Design multdiv_unit, sky130hd; sources not shown.
### Met1 routing

Scale bar: 50 um. Supply wires on this layer in gray.
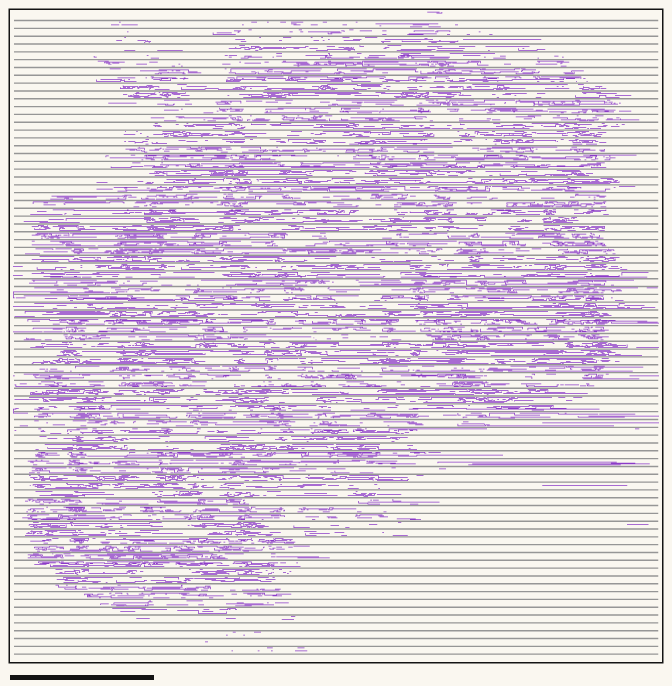
nets with wire on the layer	2073
wire length on this layer	23.9 mm
main direction	horizontal
longest straight run	62.1 um
share of all routed wire	46%
global routing met1 resource utilization: 27.3%
final routed wirelength across all metal layers: 51700 um

### The metal 2 layer

Cells faint in the background.
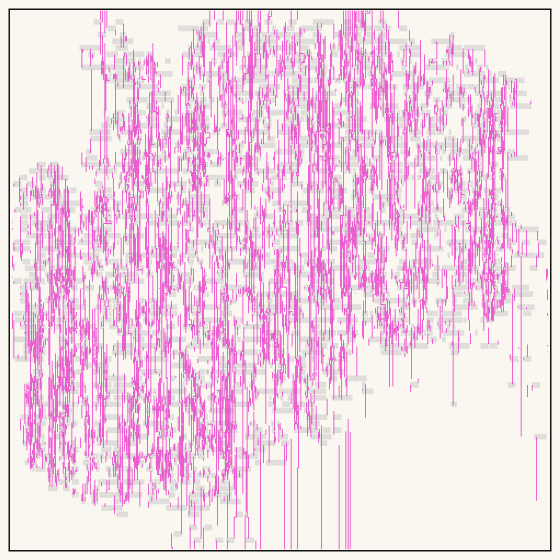
wire length on this layer	24.0 mm
share of all routed wire	47%
main direction	vertical
longest straight run	75.5 um
fraction of met2 tracks used by global routing: 33.1%
routed via count: 15000

### M3 wires

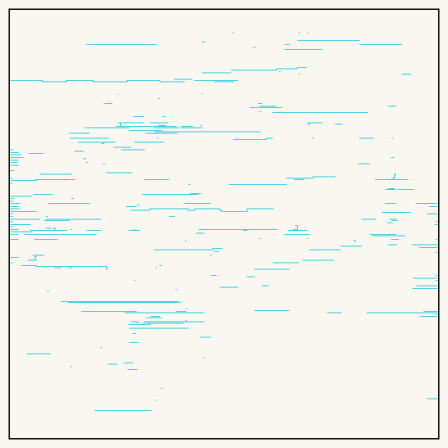
share of all routed wire	4.4%
nets with wire on the layer	148
main direction	horizontal
longest straight run	61.9 um
global routing usage on met3: 3.06%

### Signal wires on met4

Scale bar: 50 um. Supply wires on this layer in gray.
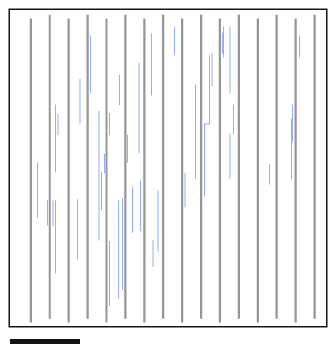
main direction	vertical
share of all routed wire	2.7%

==> results.txt <==
Implementation summary

The per-cell via count in the routed design is around 5.4. The register share after synthesis is 38.2%. The critical path is of the in -> reg type.

TritonCTS built the clock tree. After filler insertion, the fill cell instance count of the layout stands at between 4000 and 5000. Measured in cells, the most critical reg-to-reg path has a length of 18.

The clock-pin slew on the worst setup and hold paths is ~0.050 ns. The number of warnings in the stage logs is 32. Per the OpenROAD floorplan log, the area of the die is around 50000 um2.

The data required time of the worst path is ~11 ns. The layout summary lists the proportion of cells stronger than drive strength 1 as under 10%. Overall routing resource usage recorded by global route was around a fifth. In the synthesized netlist, the number of instances is about 2000. STA reports the tightest min-delay check as being of type reg -> reg. The worst-case vdd ir drop is 0.127 mV. The post-route cell area is roughly 20000 um2. The run finished with clean final reports.

In this run the cell area of the synthesized design comes to about 18000 um2. The number of synthesis warnings is 0. Per the Yosys statistics, synthesis produced 1990 cells. The most common cell after layout, fill and taps aside is sky130_fd_sc_hd__dfrtp_1. Setup slack on the worst reg-to-reg path comes out at 5.97 ns. The core region area is 49400 um2. The count of unresolved DRC violations after routing is 0.

The detailed router's first-iteration violation count is about 1000. The power density over the cells is ~260 nW/um2. Counting distinct cell types in the post-synthesis netlist gives just over 70. The worst-case hold slack is approximately 0.38 ns. The launching element type of the critical path is an input pin. The post-synth register bit count is roughly 270. The number of max-cap violations is 0. The number of antenna violations at the first check in global routing is 1. The post-layout net count is between 2000 and 2500. The share of Yosys cell area claimed by the top area cell type is about two fifths. Gates resized during post-CTS repair numbered 0. The clock sink total is about 270. The HPWL reported at the end of detailed placement is around 38000 um. The post-layout instance count excluding filler cells is about 2800. The commonest register cell is sky130_fd_sc_hd__dfrtp_1.
[kinds of logic after synthesis]
| group | Yosys count | share of synthesized area (%) |
|---|---|---|
| buffers and inverters | 179 | 3.87 |
| XOR/XNOR | 182 | 9.02 |
| adder cells (fa/ha/maj) | 78 | 5.61 |
| AND/OR/NAND/NOR | 558 | 14.7 |
| multiplexers | 131 | 7.86 |
| AND-OR/OR-AND | 592 | 20.7 |
| flip-flops | 270 | 38.2 |
[stage by stage]
step                      utilization, %  setup WS, ns
after floorplan                        -          1.66
after global placement              39.1          5.21
after detailed placement            39.1          5.19
after CTS                           41.2          5.88
after global routing                41.2          5.66
final                               41.2          5.82
[synth_stat cells, types with 39 or more instances]
| cell type | n |
|---|---|
| sky130_fd_sc_hd__mux2_2 | 62 |
| sky130_fd_sc_hd__nor2_1 | 107 |
| sky130_fd_sc_hd__a21o_1 | 44 |
| sky130_fd_sc_hd__inv_1 | 81 |
| sky130_fd_sc_hd__o21ai_0 | 200 |
| sky130_fd_sc_hd__clkbuf_1 | 85 |
| sky130_fd_sc_hd__nor3_1 | 39 |
| sky130_fd_sc_hd__a21oi_1 | 129 |
| sky130_fd_sc_hd__nand2_1 | 245 |
| sky130_fd_sc_hd__mux2i_1 | 69 |
| sky130_fd_sc_hd__ha_1 | 76 |
| sky130_fd_sc_hd__dfrtp_1 | 270 |
| sky130_fd_sc_hd__xnor2_1 | 85 |
| sky130_fd_sc_hd__xor2_1 | 97 |
[report_power, final]
group / leakage [uW] / internal (uW) / total [uW] / switching [uW]
clock: 0.000542 / 571 / 1010 / 444
combinational: 0.00496 / 1080 / 2600 / 1520
sequential: 0.00336 / 1280 / 1620 / 332
total: 0.00887 / 2930 / 5230 / 2290
[layout make-up]
cell class	instances	area (um2)	area share [%]
Sequential cell	270	6760	33.2
Clock buffer	77	960	4.72
Multi-Input combinational cell	1541	10300	50.5
Timing Repair Buffer	118	1150	5.64
Inverter	81	304	1.50
Tap cell	664	831	4.09
Clock inverter	7	65.1	0.320
[worst max-delay path: stages]
cell                              delay, ns
sky130_fd_sc_hd__clkdlybuf4s50_1       0.48
sky130_fd_sc_hd__or4_1                 0.58
sky130_fd_sc_hd__or4_1                 0.44
sky130_fd_sc_hd__nor3_1                0.34
sky130_fd_sc_hd__nand3_1               0.21
sky130_fd_sc_hd__or4_1                 0.54
sky130_fd_sc_hd__o31ai_1               0.31
sky130_fd_sc_hd__xor2_1                0.17
sky130_fd_sc_hd__nand2_1               0.07
sky130_fd_sc_hd__o211ai_1              0.13
sky130_fd_sc_hd__o21ai_1               0.10
[layer usage]
metal	GRT usage, %	vias up	wire length, um
li1	-	7298	-
met1	27.3	7280	23900
met2	33.1	335	24000
met3	3.06	88	2290
met4	6.63	2	1400
met5	0	-	13
No activity file was given, so power comes from the tool's default toggle rates.
